<file path="config.mk">
export PLATFORM = sky130hd
export DESIGN_NAME = echo_expect_fifo
export DESIGN_NICKNAME = d
export VERILOG_FILES = /design/src/rtl/echo_expect_fifo.sv
export SDC_FILE = /design/constraint.sdc
export NUM_CORES = 1
export LEC_CHECK = 0
export CORE_MARGIN = 3
export CORE_UTILIZATION = 35
export CTS_CLUSTER_SIZE = 20
export DETAILED_ROUTE_END_ITERATION = 10
export GPL_TIMING_DRIVEN = 1
export PLACE_DENSITY = 0.53
export SLEW_MARGIN = 20
export SYNTH_ARGS = -nofsm -noshare
export SYNTH_HDL_FRONTEND = slang
export SYNTH_SLANG_ARGS = --single-unit
</file>
<file path="constraint.sdc">
create_clock -name clk -period 2.6 [get_ports clk]
set_clock_uncertainty 0.2 [all_clocks]
set_input_delay 0.52 -clock clk [delete_from_list [all_inputs] [get_ports clk]]
set_output_delay 0.52 -clock clk [all_outputs]
set_load 0.03 [all_outputs]
</file>
<file path="src/rtl/echo_expect_fifo.sv">
// Expected-value FIFO: holds bytes sent but not yet echoed. Read data is the
// registered head entry, so an entry is poppable one cycle after its push.
module echo_expect_fifo #(
   parameter  int WIDTH = 8,
   parameter  int DEPTH = 4,
   localparam int AW    = (DEPTH > 1) ? $clog2(DEPTH) : 1,
   localparam int CW    = $clog2(DEPTH) + 1
)(
   input  logic             clk,
   input  logic             rst,
   input  logic             flush,
   input  logic             push,
   input  logic             pop,
   input  logic [WIDTH-1:0] din,
   output logic [WIDTH-1:0] dout,
   output logic             full,
   output logic             empty,
   output logic [CW-1:0]    count
);

   logic [WIDTH-1:0] mem [DEPTH];
   logic [AW-1:0]    wr_ptr;
   logic [AW-1:0]    rd_ptr;
   logic             do_push;
   logic             do_pop;

   function automatic logic [AW-1:0] ptr_inc(input logic [AW-1:0] p);
      return (p == AW'(DEPTH - 1)) ? '0 : p + AW'(1);
   endfunction

   assign full    = (count == CW'(DEPTH));
   assign empty   = (count == '0);
   assign do_push = push && !full;
   assign do_pop  = pop && !empty;
   assign dout    = mem[rd_ptr];

   always_ff @(posedge clk) begin
      if (do_push) begin
         mem[wr_ptr] <= din;
      end
   end

   always_ff @(posedge clk or negedge rst) begin
      if (!rst) begin
         wr_ptr <= '0;
         rd_ptr <= '0;
         count  <= '0;
      end else if (flush) begin
         wr_ptr <= '0;
         rd_ptr <= '0;
         count  <= '0;
      end else begin
         if (do_push) begin
            wr_ptr <= ptr_inc(wr_ptr);
         end
         if (do_pop) begin
            rd_ptr <= ptr_inc(rd_ptr);
         end
         if (do_push && !do_pop) begin
            count <= count + CW'(1);
         end else if (!do_push && do_pop) begin
            count <= count - CW'(1);
         end
      end
   end

endmodule

</file>
==> flow_summary.toml <==
# flow metrics
[status]
status = "finished, final reports clean"

[die]
io_pins = 26

[power_and_ir_drop]
comb_power_share_pct = 30.7
swShare_pct = 30.1
power.total_mw = 1.81
p_int_mw = 1.27
power_switching_mw = 0.545

[global_routing]
grt_pass1_vias = 1035
grt_util_met1_pct = 14.7

[synth]
ys.flop_type = "edfxtp_1"
synth-xor-area-share_pct = 1.52
synthAdderAreaFrac_pct = 4.05
yosys.area_share.aoi_pct = 5.50
synth-edff-count = 32
simple_gate_share_pct = 7.95
syn_nets = 123

[critical_path]
worstPathArrival_ns = 1.74
crit_fanout = 4
crit_path_start = "rd_ptr[0]$_DFFE_PN0P_"
reg2regPathDepth = 6
worstSetupPathType = "flip-flop to primary output"
rrSetupSlack_ns = 0.30
regToRegEndpoint = "count[2]$_DFFE_PN0P_"
critPathCapture = "dout[5]"

[route]
drt_pass1_iterations = 4
dr_wl_met2_mm = 1.55
wl_met1_mm = 1.37
num_vias = 1010

[clock_network]
cts.clk_slew.worst_paths_ns = 0.07
cts-root-buf = "clkbuf_8"
clk_path_buf_depth = 2

[final_layout]
layout-area-overhead-vs-synth_pct = 27.0
fill_cells = 428
dominant_cells = "sequential cells"
comb_cells = 53
final_cell_mix = "edfxtp_1, clkdlybuf4s50_1, buf_4"

[final_timing]
final-setup-viol-count = 0
max_slew_margin_pct = 74.2
fin_hold_ws_ns = 0.296
slew_violations = 0
rsz0062_at_grt = "false"
worstMarginPinSlew_ns = 0.383
layout_setup_ws_ns = 0.142
hold_viol_final = 0

[job]
tool_warnings = 29

[placement]
dp_slack_ns = 0.0252
## flip-flops by register name, indices dropped and copies added (netlist names)
register  flops
wr_ptr        2
count         3
rd_ptr        2
mem          32
## worst max-delay path, cell delays in order, from the launching register on
cell	delay (ns)
dfrtp_2	0.42
buf_4	0.17
mux4_2	0.50
dlygate4sd2_1	0.37
## what timing repair did
action / CTS / global route
hold buffers: 0 / 0
endpoints found under the hold margin: 0 / 0
resized: 9 / 1
setup endpoints to repair: 9 / 4
## synth_stat cells (all sizes together), types with 2 or more instances
master / count
nand3: 3
nor2: 5
buf: 6
nand3b: 2
a21oi: 3
inv: 6
o2111ai: 2
o21ai: 2
edfxtp: 32
xor2: 2
dfrtp: 7
ha: 4
nor3b: 2
and2: 4
nor3: 2
mux4: 8
Fig. 1: clock wiring as the flow saved it
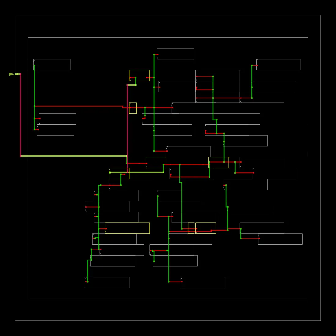
Flops: 39
clock sink count: 39
Clock Power: 0.476 mW
# clk buffers: 5
Num CTS Buffers: 5

Fig. 2: register map, names as in the netlist
Scale bar: 20 um. Other sequential cells in the stronger gray, the rest of the logic in the fainter gray.
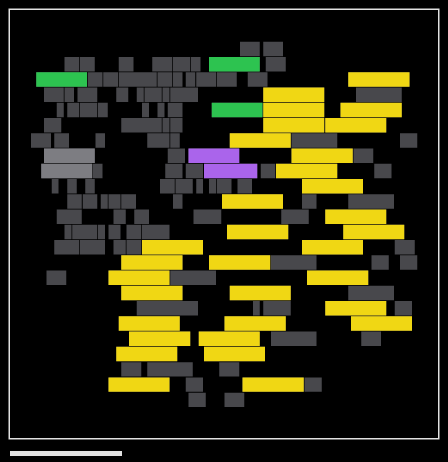
[yellow] `mem` | sequential cells: 32
[purple] `rd_ptr` | sequential cells: 2
[green] `count` | sequential cells: 3
not colored: 2
total sequential power: 0.780 mW
Post-Route Utilization: 48.2%
Register Area: 1140 um^2
flop share of the area: 51.7%

No activity file was given, so power comes from the tool's default toggle rates.
